File: config.mk
export PLATFORM = sky130hd
export DESIGN_NAME = i2c_scl_gen
export DESIGN_NICKNAME = d
export VERILOG_FILES = /design/src/rtl/i2c_pkg.sv /design/src/rtl/i2c_sync2.sv /design/src/rtl/i2c_scl_gen.sv
export SDC_FILE = /design/constraint.sdc
export NUM_CORES = 1
export LEC_CHECK = 0
export CORE_AREA = 4 4 95 97
export CTS_CLUSTER_SIZE = 16
export DETAILED_ROUTE_END_ITERATION = 8
export DIE_AREA = 0 0 99 101
export PLACE_DENSITY = 0.69
export RECOVER_POWER = 100
export SLEW_MARGIN = 40
export SYNTH_ARGS = -nofsm -noshare
export SYNTH_HDL_FRONTEND = slang
export SYNTH_SLANG_ARGS = --single-unit
export TNS_END_PERCENT = 30
File: constraint.sdc
create_clock -name clk -period 2.59 [get_ports clk]
set_clock_uncertainty 0.15 [all_clocks]
set_input_delay 0.518 -clock clk [delete_from_list [all_inputs] [get_ports clk]]
set_output_delay 0.518 -clock clk [all_outputs]
set_load 0.1 [all_outputs]
File: src/rtl/i2c_pkg.sv
// ----------------------------------------------------------------------------
// i2c_pkg
//   Shared types and constants for the I2C master datapath.
//
//   scl_gen_state_t : phase state of the SCL generator (i2c_scl_gen)
//   MIN_HALF_PERIOD : smallest half-period (clk cycles) the generator runs at;
//                     a phase must be long enough to hold a mid-phase tick
//   SYNC_STAGES     : depth of the line-sense synchronizers (i2c_sync2)
// ----------------------------------------------------------------------------
package i2c_pkg;

    typedef enum logic [1:0] {
        SCL_IDLE      = 2'd0,
        SCL_HIGH_WAIT = 2'd1,
        SCL_HIGH      = 2'd2,
        SCL_LOW       = 2'd3
    } scl_gen_state_t;

    localparam int MIN_HALF_PERIOD = 4;
    localparam int SYNC_STAGES     = 2;

endpackage

File: src/rtl/i2c_sync2.sv
// ----------------------------------------------------------------------------
// i2c_sync2
//   Generic flop-chain synchronizer for an asynchronous open-drain line sense.
//   Resets to 1 because an idle I2C line reads high.
//
//   clk : system clock
//   rst : synchronous, active-high reset (chain loads 1)
//   d   : asynchronous line input
//   q   : synchronized line, SYNC_STAGES clk cycles behind d
// ----------------------------------------------------------------------------
module i2c_sync2
    import i2c_pkg::*;
(
    input  logic clk,
    input  logic rst,
    input  logic d,
    output logic q
);

    logic [SYNC_STAGES-1:0] sync_q;

    always_ff @(posedge clk) begin
        if (rst) begin
            sync_q <= '1;
        end else begin
            sync_q <= {sync_q[SYNC_STAGES-2:0], d};
        end
    end

    assign q = sync_q[SYNC_STAGES-1];

endmodule

File: src/rtl/i2c_scl_gen.sv
// ----------------------------------------------------------------------------
// i2c_scl_gen
//   SCL waveform generator for the I2C master. Produces an SCL clock with a
//   programmable half-period, one scl_tick at the midpoint of every phase
//   (high-phase tick = sample point, low-phase tick = SDA change point) and
//   honours slave clock stretching: a high phase only starts counting once
//   the synchronized SCL line is seen high. This block owns the SCL pull-down.
//
//   Optional build macro: I2C_SCL_TIMEOUT_EN
//     defined   : a stretch longer than stretch_limit cycles pulses
//                 timeout_err, returns to IDLE and stays there until run is
//                 dropped and raised again (stretch_limit = 0 disables it)
//     undefined : HIGH_WAIT waits forever, timeout_err is constant 0
//
//   Ports
//     clk            : system clock
//     rst            : synchronous, active-high reset
//     en             : block enable; 0 forces IDLE and releases SCL
//     run            : request clocking (FSM busy); sampled at end of HIGH
//     half_period    : clk cycles per SCL phase, clamped to >= 4
//     scl_in         : raw SCL line sense (asynchronous)
//     stretch_limit  : max HIGH_WAIT cycles (timeout build only)
//     scl_drive_low  : 1 = pull SCL low
//     scl_tick       : one-cycle pulse at the midpoint of each phase
//     scl_high_phase : 1 in high / idle phases, 0 in the low phase
//     scl_stretch    : 1 while waiting for a released SCL to read high
//     timeout_err    : one-cycle pulse on stretch timeout
//     dbg_state      : current generator state
//
//   All outputs decode registered state only; nothing is combinational from
//   an input.
// ----------------------------------------------------------------------------
module i2c_scl_gen
    import i2c_pkg::*;
#(
    parameter int DIV_W     = 16,
    parameter int TIMEOUT_W = 20
) (
    input  logic                 clk,
    input  logic                 rst,
    input  logic                 en,
    input  logic                 run,
    input  logic [DIV_W-1:0]     half_period,
    input  logic                 scl_in,
    input  logic [TIMEOUT_W-1:0] stretch_limit,
    output logic                 scl_drive_low,
    output logic                 scl_tick,
    output logic                 scl_high_phase,
    output logic                 scl_stretch,
    output logic                 timeout_err,
    output scl_gen_state_t       dbg_state
);

    scl_gen_state_t   state_q, state_d;
    logic [DIV_W-1:0] cnt_q, cnt_d;
    logic [DIV_W-1:0] hp_q, hp_d;
    logic [DIV_W-1:0] hp_new;
    logic             phase_last;
    logic             scl_s;

    i2c_sync2 u_scl_sync (
        .clk (clk),
        .rst (rst),
        .d   (scl_in),
        .q   (scl_s)
    );

    // Half-period is captured only when a counted phase begins, so a change
    // on half_period never bends a phase already in progress.
    assign hp_new     = (half_period < DIV_W'(MIN_HALF_PERIOD)) ?
                        DIV_W'(MIN_HALF_PERIOD) : half_period;
    assign phase_last = (cnt_q == hp_q - DIV_W'(1));

`ifdef I2C_SCL_TIMEOUT_EN
    logic [TIMEOUT_W-1:0] scnt_q, scnt_d;
    logic                 lock_q, lock_d;
    logic                 terr_q, terr_d;
    logic                 stretch_expired;

    // scnt_q holds the number of HIGH_WAIT cycles already spent, so this
    // fires in the stretch_limit-th HIGH_WAIT cycle.
    assign stretch_expired = (stretch_limit != '0) &&
                             (scnt_q + TIMEOUT_W'(1) == stretch_limit);
`else
    logic unused_stretch_limit;
    assign unused_stretch_limit = ^stretch_limit;
`endif

    always_ff @(posedge clk) begin
        if (rst) begin
            state_q <= SCL_IDLE;
            cnt_q   <= '0;
            hp_q    <= DIV_W'(MIN_HALF_PERIOD);
        end else begin
            state_q <= state_d;
            cnt_q   <= cnt_d;
            hp_q    <= hp_d;
        end
    end

`ifdef I2C_SCL_TIMEOUT_EN
    always_ff @(posedge clk) begin
        if (rst) begin
            scnt_q <= '0;
            lock_q <= 1'b0;
            terr_q <= 1'b0;
        end else begin
            scnt_q <= scnt_d;
            lock_q <= lock_d;
            terr_q <= terr_d;
        end
    end
`endif

    always_comb begin
        state_d = state_q;
        cnt_d   = cnt_q;
        hp_d    = hp_q;
`ifdef I2C_SCL_TIMEOUT_EN
        scnt_d  = '0;
        terr_d  = 1'b0;
        // After a timeout, stay out until run is seen low at least once.
        lock_d  = run ? lock_q : 1'b0;
`endif
        if (!en) begin
            state_d = SCL_IDLE;
            cnt_d   = '0;
        end else begin
            case (state_q)
                SCL_IDLE: begin
                    cnt_d = '0;
`ifdef I2C_SCL_TIMEOUT_EN
                    if (run && !lock_q) state_d = SCL_HIGH_WAIT;
`else
                    if (run) state_d = SCL_HIGH_WAIT;
`endif
                end
                SCL_HIGH_WAIT: begin
                    cnt_d = '0;
                    if (scl_s) begin
                        state_d = SCL_HIGH;
                        hp_d    = hp_new;
                    end
`ifdef I2C_SCL_TIMEOUT_EN
                    else if (stretch_expired) begin
                        state_d = SCL_IDLE;
                        terr_d  = 1'b1;
                        lock_d  = 1'b1;
                    end else begin
                        scnt_d = scnt_q + TIMEOUT_W'(1);
                    end
`endif
                end
                SCL_HIGH: begin
                    // A falling scl_s here (glitch / other master) is ignored.
                    if (phase_last) begin
                        cnt_d = '0;
                        if (run) begin
                            state_d = SCL_LOW;
                            hp_d    = hp_new;
                        end else begin
                            state_d = SCL_IDLE;
                        end
                    end else begin
                        cnt_d = cnt_q + DIV_W'(1);
                    end
                end
                SCL_LOW: begin
                    // A low phase always runs to completion, run or not.
                    if (phase_last) begin
                        cnt_d   = '0;
                        state_d = SCL_HIGH_WAIT;
                    end else begin
                        cnt_d = cnt_q + DIV_W'(1);
                    end
                end
                default: begin
                    state_d = SCL_IDLE;
                    cnt_d   = '0;
                end
            endcase
        end
    end

    assign scl_drive_low  = (state_q == SCL_LOW);
    assign scl_high_phase = (state_q != SCL_LOW);
    assign scl_stretch    = (state_q == SCL_HIGH_WAIT);
    assign scl_tick       = ((state_q == SCL_HIGH) || (state_q == SCL_LOW)) &&
                            (cnt_q == (hp_q >> 1));
    assign dbg_state      = state_q;

`ifdef I2C_SCL_TIMEOUT_EN
    assign timeout_err = terr_q;
`else
    assign timeout_err = 1'b0;
`endif

endmodule

==> flow_summary.toml, run 1 <==
# synthesis and place-and-route metrics
[finish]
finalNonFillerCells = 473
lay_top_cells = "buf_4, dfxtp_1, xnor2_1"
drive_above_1_share = 0.264
final_area_um2 = 3490
mostFrequentLayoutCell = "buf_4"
nNetsFinal = 414
area_delta_synth_final_pct = 23.5
antennaDiodeCount = 0

[grt]
grt_pass1_wl_um = 11200
grt_antenna_before_repair = 0
grt-ovfl-total = 0
grt_pass1_vias = 2377
grt_max_degree = 29
track_usage = 0.137

[power]
p_total_mw = 1.27
irDropWorstVdd_uv = 196
p_leak_nw = 1.25
cellPowerDensity_nw_per_um2 = 365

[floorplan]
dieHeight_um = 101
fp.dieW_um = 99
ios = 48
dieArea_um2 = 10000
row_count = 33
fp-utilization = 0.347

[placed_design]
post-place-ws_ns = -0.324
placed_area_um2 = 3330
gp_congestion = 0.878
dp_hpwl_um = 5050
port_buffers = 26
dp_cells = 461

[critical_path]
cp.buffers_inverters = 4
r2r_setup_slack_ns = -0.09
cp_data_required_time_ns = 2.66
endpoint = "hp_q[15]"
worst_path_most_repeated_cell = "buf_4"
crit_family = "simple AND/OR/NAND/NOR gates"
worstReg2RegEnd = "hp_q[15]"
start_kind = "flip-flop"
cp.depth = 11
rr_worst_depth = 11
worstPathCellList = "buf_6 > buf_4 > nor4_4 > nand2_1 > o31a_1 > nor3_1 > buf_4 > nand4b_4 > o22ai_4 > buf_12 > mux2i_1"
critPathKind = "flip-flop to flip-flop"
crit_fanout = 13
critPathArrivalTime_ns = 2.75
crit_path_end_kind = "flip-flop"
reg2reg_from = "hp_q[0]"
crit_slowest_cell = "nor4_4"
max_stage_delay_ns = 0.36
crit_start = "hp_q[0]"

[route]
wl_um = 6630
ant_nets = 0
drc = 0
vias_per_cell = 5.14
drt_iter0_markers = 62
vias = 2433
first_pass_iters = 4
wl_per_cell_um = 14.0

[yosys]
synthAoiAreaFrac = 0.0909
topCombFamilyByArea = "simple AND/OR/NAND/NOR gates"
edf_count = 0
fa_ha_area_frac = 0.0266
synthCells = 323
area_leaders = "dfxtp_1, xnor2_1, xor2_1, mux2i_1, nor3_1"
ys_cells = 323
synth_area_um2 = 2820
numSynthFlops = 36
async_flop_share = 0
synthXorXnorAreaFrac = 0.143
yosys_warnings = 0
synthesis.nets = 370
top_area_cell = "dfxtp_1"
synth_dominant_cell_count = "dfxtp_1"
syn_avg_cell_area_um2 = 8.74
ys_types = 67
top_cells_by_count = "dfxtp_1, xnor2_1, nor3_1"
synth_seq_share = 0.255
ff_type = "dfxtp_1"
ys_sh_mux = 0.0621
simple_gate_share = 0.335
yosysChipArea_um2 = 2820
synth_top_area_share = 0.255

[final_timing]
tns_ns = -2.04
tightest_slew_ns = 1.17
fin_ws_ns = -0.0930
fmax_mhz = 373
final-setup-viol-count = 35
period_needed_ns = 2.68
slew_violations = 0
timing.hold.ws_ns = 0.269
hold_viol = 0
final.period_utilization = 1.04
rsz0062_at_grt = "yes"
slew_headroom = 0.224

[clock_network]
path_clk_slew_ns = 0.07
root_buffer = "clkbuf_8"
hold_buffers = 0
clock_latency_ns = 0.29
cts.repair.resized = 10
cts_sinks = 36
post_cts_buffers = 4
htreeDepth = 2
clock_tree.buffer_depth = 2
cts_tree = "done"
numCtsBuffers = 5

[run]
drv_cap = 0
warnings = 52

[hold_path]
whs_path_depth = 1
hp-class = "flip-flop to flip-flop"
hold_start = "u_scl_sync.sync_q[0]"
min_to = "u_scl_sync.sync_q[1]"

[outcome]
status = "finished with violations"
violations = "setup timing"
## run 1: metal layers
layer  vias up  routed length [um]  track usage
li1       1228                   -            -
met1      1152                3130        0.176
met2        45                3180        0.235
met3         8                 216       0.0249
met4         0                 103       0.0378
met5         -                   0            0
## run 1: layout make-up
type | count | area, um2
inverter | 9 | 33.8
clock inverter | 3 | 13.8
timing repair buffer | 64 | 557
fill | 772 | 4650
tap | 105 | 131
multi-input combinational | 251 | 1950
sequential | 36 | 732
clock buffer | 5 | 68.8
## run 1: power breakdown
part	total [mW]	switching (mW)	internal, mW
sequential	0.574	0.0103	0.564
combinational	0.315	0.160	0.155
clock	0.383	0.200	0.183
total	1.27	0.370	0.901
## run 1: registers in the layout (all words and copies together), names as in the netlist
register and cells:
u_scl_sync.sync_q 2, dbg_state 2, hp_q 16, cnt_q 16
run_1/met1.png
Drawn at 4 px/um.
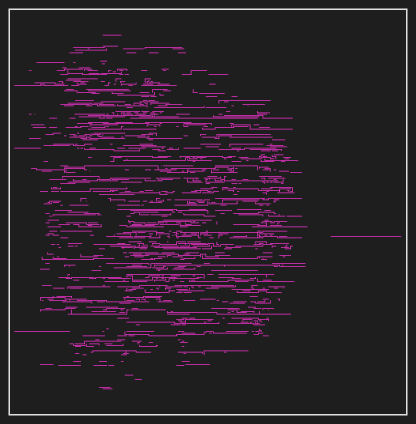
- wire length on this layer: 3130 um
- longest straight run: 31.7 um

run_1/cell_classes.png
Drawn at 4 px/um.
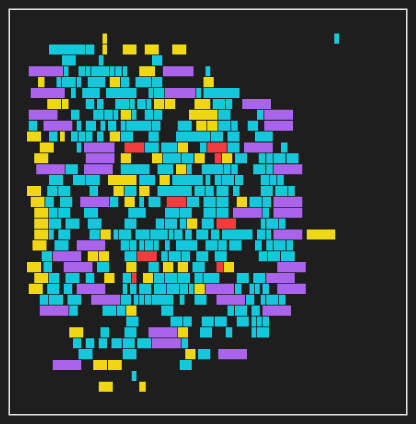
- purple: flip-flops (cells 36)
- cyan: all other logic (cells 260)
- red: clock drivers and dummy loads (cells 8)
- yellow: other buffers and delay cells (cells 64)
Placeable Area: 8130 um2
Finished Core Util: 0.429

run_1/drive_strength.png
Drawn at 4 px/um.
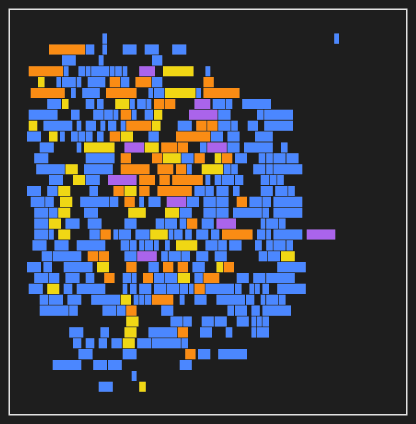
- yellow: drive 2 (cells 37; share 10%)
- blue: drive 1 or less (cells 271; share 74%)
- orange: drive 3 to 4 (cells 50; share 14%)
- purple: drive 6 and up (cells 10; share 2.7%)
Setup WS post-layout: -0.0930 ns
Non-CTS buffers: 64

==> run 1 -> run 2 <==
--- a/config.mk
+++ b/config.mk
@@ -11,6 +11,7 @@
 export DIE_AREA = 0 0 99 101
 export PLACE_DENSITY = 0.69
 export RECOVER_POWER = 100
+export SKIP_LAST_GASP = 1
 export SLEW_MARGIN = 40
 export SYNTH_ARGS = -nofsm -noshare
 export SYNTH_HDL_FRONTEND = slang
==> run 2 against run 1 <==
  * The run still ends with setup timing left
  * Die area unchanged
  * Sequential power about the same
  * Register-to-register slack about the same
  * Maximum frequency decreased by 0.17%
  * Clock power about the same
  * Worst setup slack got worse by 0.0045 ns
  * Non-clock buffer count unchanged
  * Critical path type unchanged
  * Critical endpoint is now dbg_state[0]
  * Largest cell class unchanged
==> flow_summary.toml, run 2 <==
# synthesis and place-and-route metrics
[yosys]
synthXorXnorAreaFrac = 0.143
synth_area_um2 = 2820
area_leaders = "dfxtp_1, xnor2_1, xor2_1, mux2i_1, nor3_1"
syn_avg_cell_area_um2 = 8.74
yosys_warnings = 0
top_area_cell = "dfxtp_1"
numSynthFlops = 36
ff_type = "dfxtp_1"
async_flop_share = 0
top_cells_by_count = "dfxtp_1, xnor2_1, nor3_1"
synthesis.nets = 370
synth_seq_share = 0.255
edf_count = 0

[run]
drv_cap = 0
warnings = 52

[route]
wl_um = 6640
ant_nets = 0
top_layer = "met4"
vias = 2436
m1WireLength_um = 3000
vias_per_cell = 5.15
first_pass_iters = 4
wl_per_cell_um = 14.0
drt_iter0_markers = 91
dr_wl_met3_um = 326
drc = 0

[power]
power_frac_clock = 0.302
pg_comb_uw = 314
p_clk_uw = 384
seq_power_share = 0.451
p_sw_uw = 372
cellPowerDensity_nw_per_um2 = 366
combPwrFrac = 0.247
p_sw_frac = 0.292
top_power_group = "sequential cells"
p_leak_nw = 1.25

[final_timing]
tightest_slew_ns = 1.17
period_needed_ns = 2.69
timing.hold.ws_ns = 0.269
final.period_utilization = 1.04
fmax_mhz = 372
slew_violations = 0
final-setup-viol-count = 35
hold_viol = 0
fin_ws_ns = -0.0974
rsz0062_at_grt = "yes"

[critical_path]
cp.depth = 10
max_stage_delay_ns = 0.42
critPathArrivalTime_ns = 2.75
crit_slowest_cell = "or3b_4"
worstPathCellList = "inv_1 > ha_2 > buf_4 > or3b_4 > nor2_1 > nor4b_2 > a31oi_1 > nand4b_4 > o31ai_4 > mux2i_1"
crit_family = "simple AND/OR/NAND/NOR gates"
crit_start = "hp_q[1]"
cp_data_required_time_ns = 2.65
crit_path_end_kind = "flip-flop"
worstReg2RegEnd = "dbg_state[0]"
crit_fanout = 6
cp.buffers_inverters = 2
start_kind = "flip-flop"
reg2reg_from = "hp_q[1]"

[clock_network]
clock_tree.buffer_depth = 2
clock_latency_ns = 0.29
htreeDepth = 2
cts_sinks = 36
root_buffer = "clkbuf_8"
numCtsBuffers = 5

[finish]
regArea_um2 = 732
logic_area_um2 = 1940
lay_top_cells = "buf_4, dfxtp_1, xnor2_1"
drive_above_1_share = 0.264
top_regs = "cnt_q (16), hp_q (16)"
final_area_um2 = 3480
nNetsFinal = 414
antennaDiodeCount = 0
mostFrequentLayoutCell = "buf_4"
final.fill_count = 772

[floorplan]
fp-utilization = 0.347
ios = 48
dieArea_um2 = 10000
dieHeight_um = 101
fp.dieW_um = 99

[hold_path]
min_to = "u_scl_sync.sync_q[1]"
hold_start = "u_scl_sync.sync_q[0]"
whs_path_depth = 1

[grt]
grt-ovfl-total = 0
grt_pass1_wl_um = 11200
grt_max_degree = 29
met2_usage = 0.235
grt_antenna_before_repair = 0
grt_use_met1 = 0.175
grtUsageMet3 = 0.0263

[placed_design]
gp_congestion = 0.878
port_buffers = 26
dp_hpwl_um = 5050

[outcome]
status = "finished with violations"
violations = "setup timing"
run 2: cell type report:
type | instances | share of cell area
inverter | 9 | 0.00971
sequential | 36 | 0.210
timing repair buffer | 64 | 0.160
tap | 105 | 0.0377
clock buffer | 5 | 0.0198
multi-input combinational | 251 | 0.559
clock inverter | 3 | 0.00395
run 2: timing repair:
action	CTS	global route
hold buffers	0	0
gates resized	8	5
setup buffers	4	0
pin swaps	4	4
setup endpoints to repair	35	35
run 2: metrics by stage:
step	instances	setup TNS [ns]	worst slack, ns	power, mW
finish	473	-2.58	-0.0974	1.27
global route	473	-7.49	-0.248	1.33
CTS	473	-3.28	-0.116	1.28
detailed placement	461	-8.07	-0.324	0.882
global placement	461	-6.10	-0.253	0.876
floorplan	323	-2.64	-0.558	0.788
run_2/cell_classes.png
Drawn at 4 px/um.
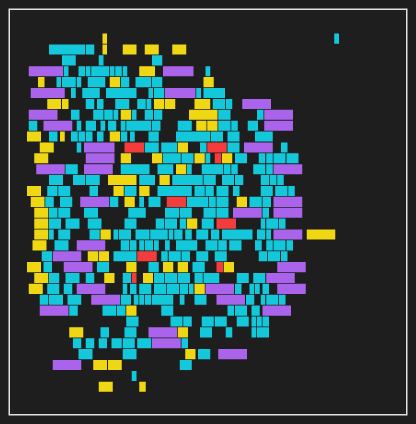
- red: clock drivers and dummy loads (cells 8)
- yellow: other buffers and delay cells (cells 64)
- purple: flip-flops (cells 36)
- cyan: all other logic (cells 260)
sequential cell area share: 0.210
Finished Core Util: 0.428
Std-Cell Rows: 33

run_2/drive_strength.png
Drawn at 4 px/um.
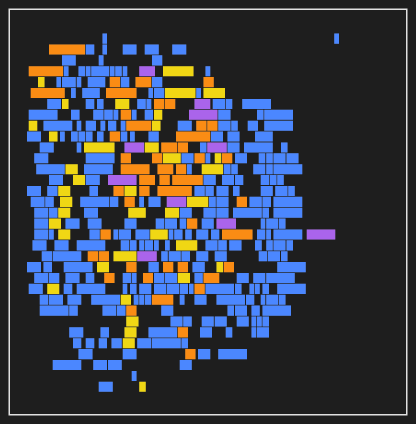
- purple: drive 6 and up (cells 10; share 2.7%)
- yellow: drive 2 (cells 38; share 10%)
- orange: drive 3 to 4 (cells 49; share 13%)
- blue: drive 1 or less (cells 271; share 74%)
Area Overhead vs Synth: 23.3%
Setup WS post-layout: -0.0974 ns

Power is estimated from default activity; no workload was simulated.
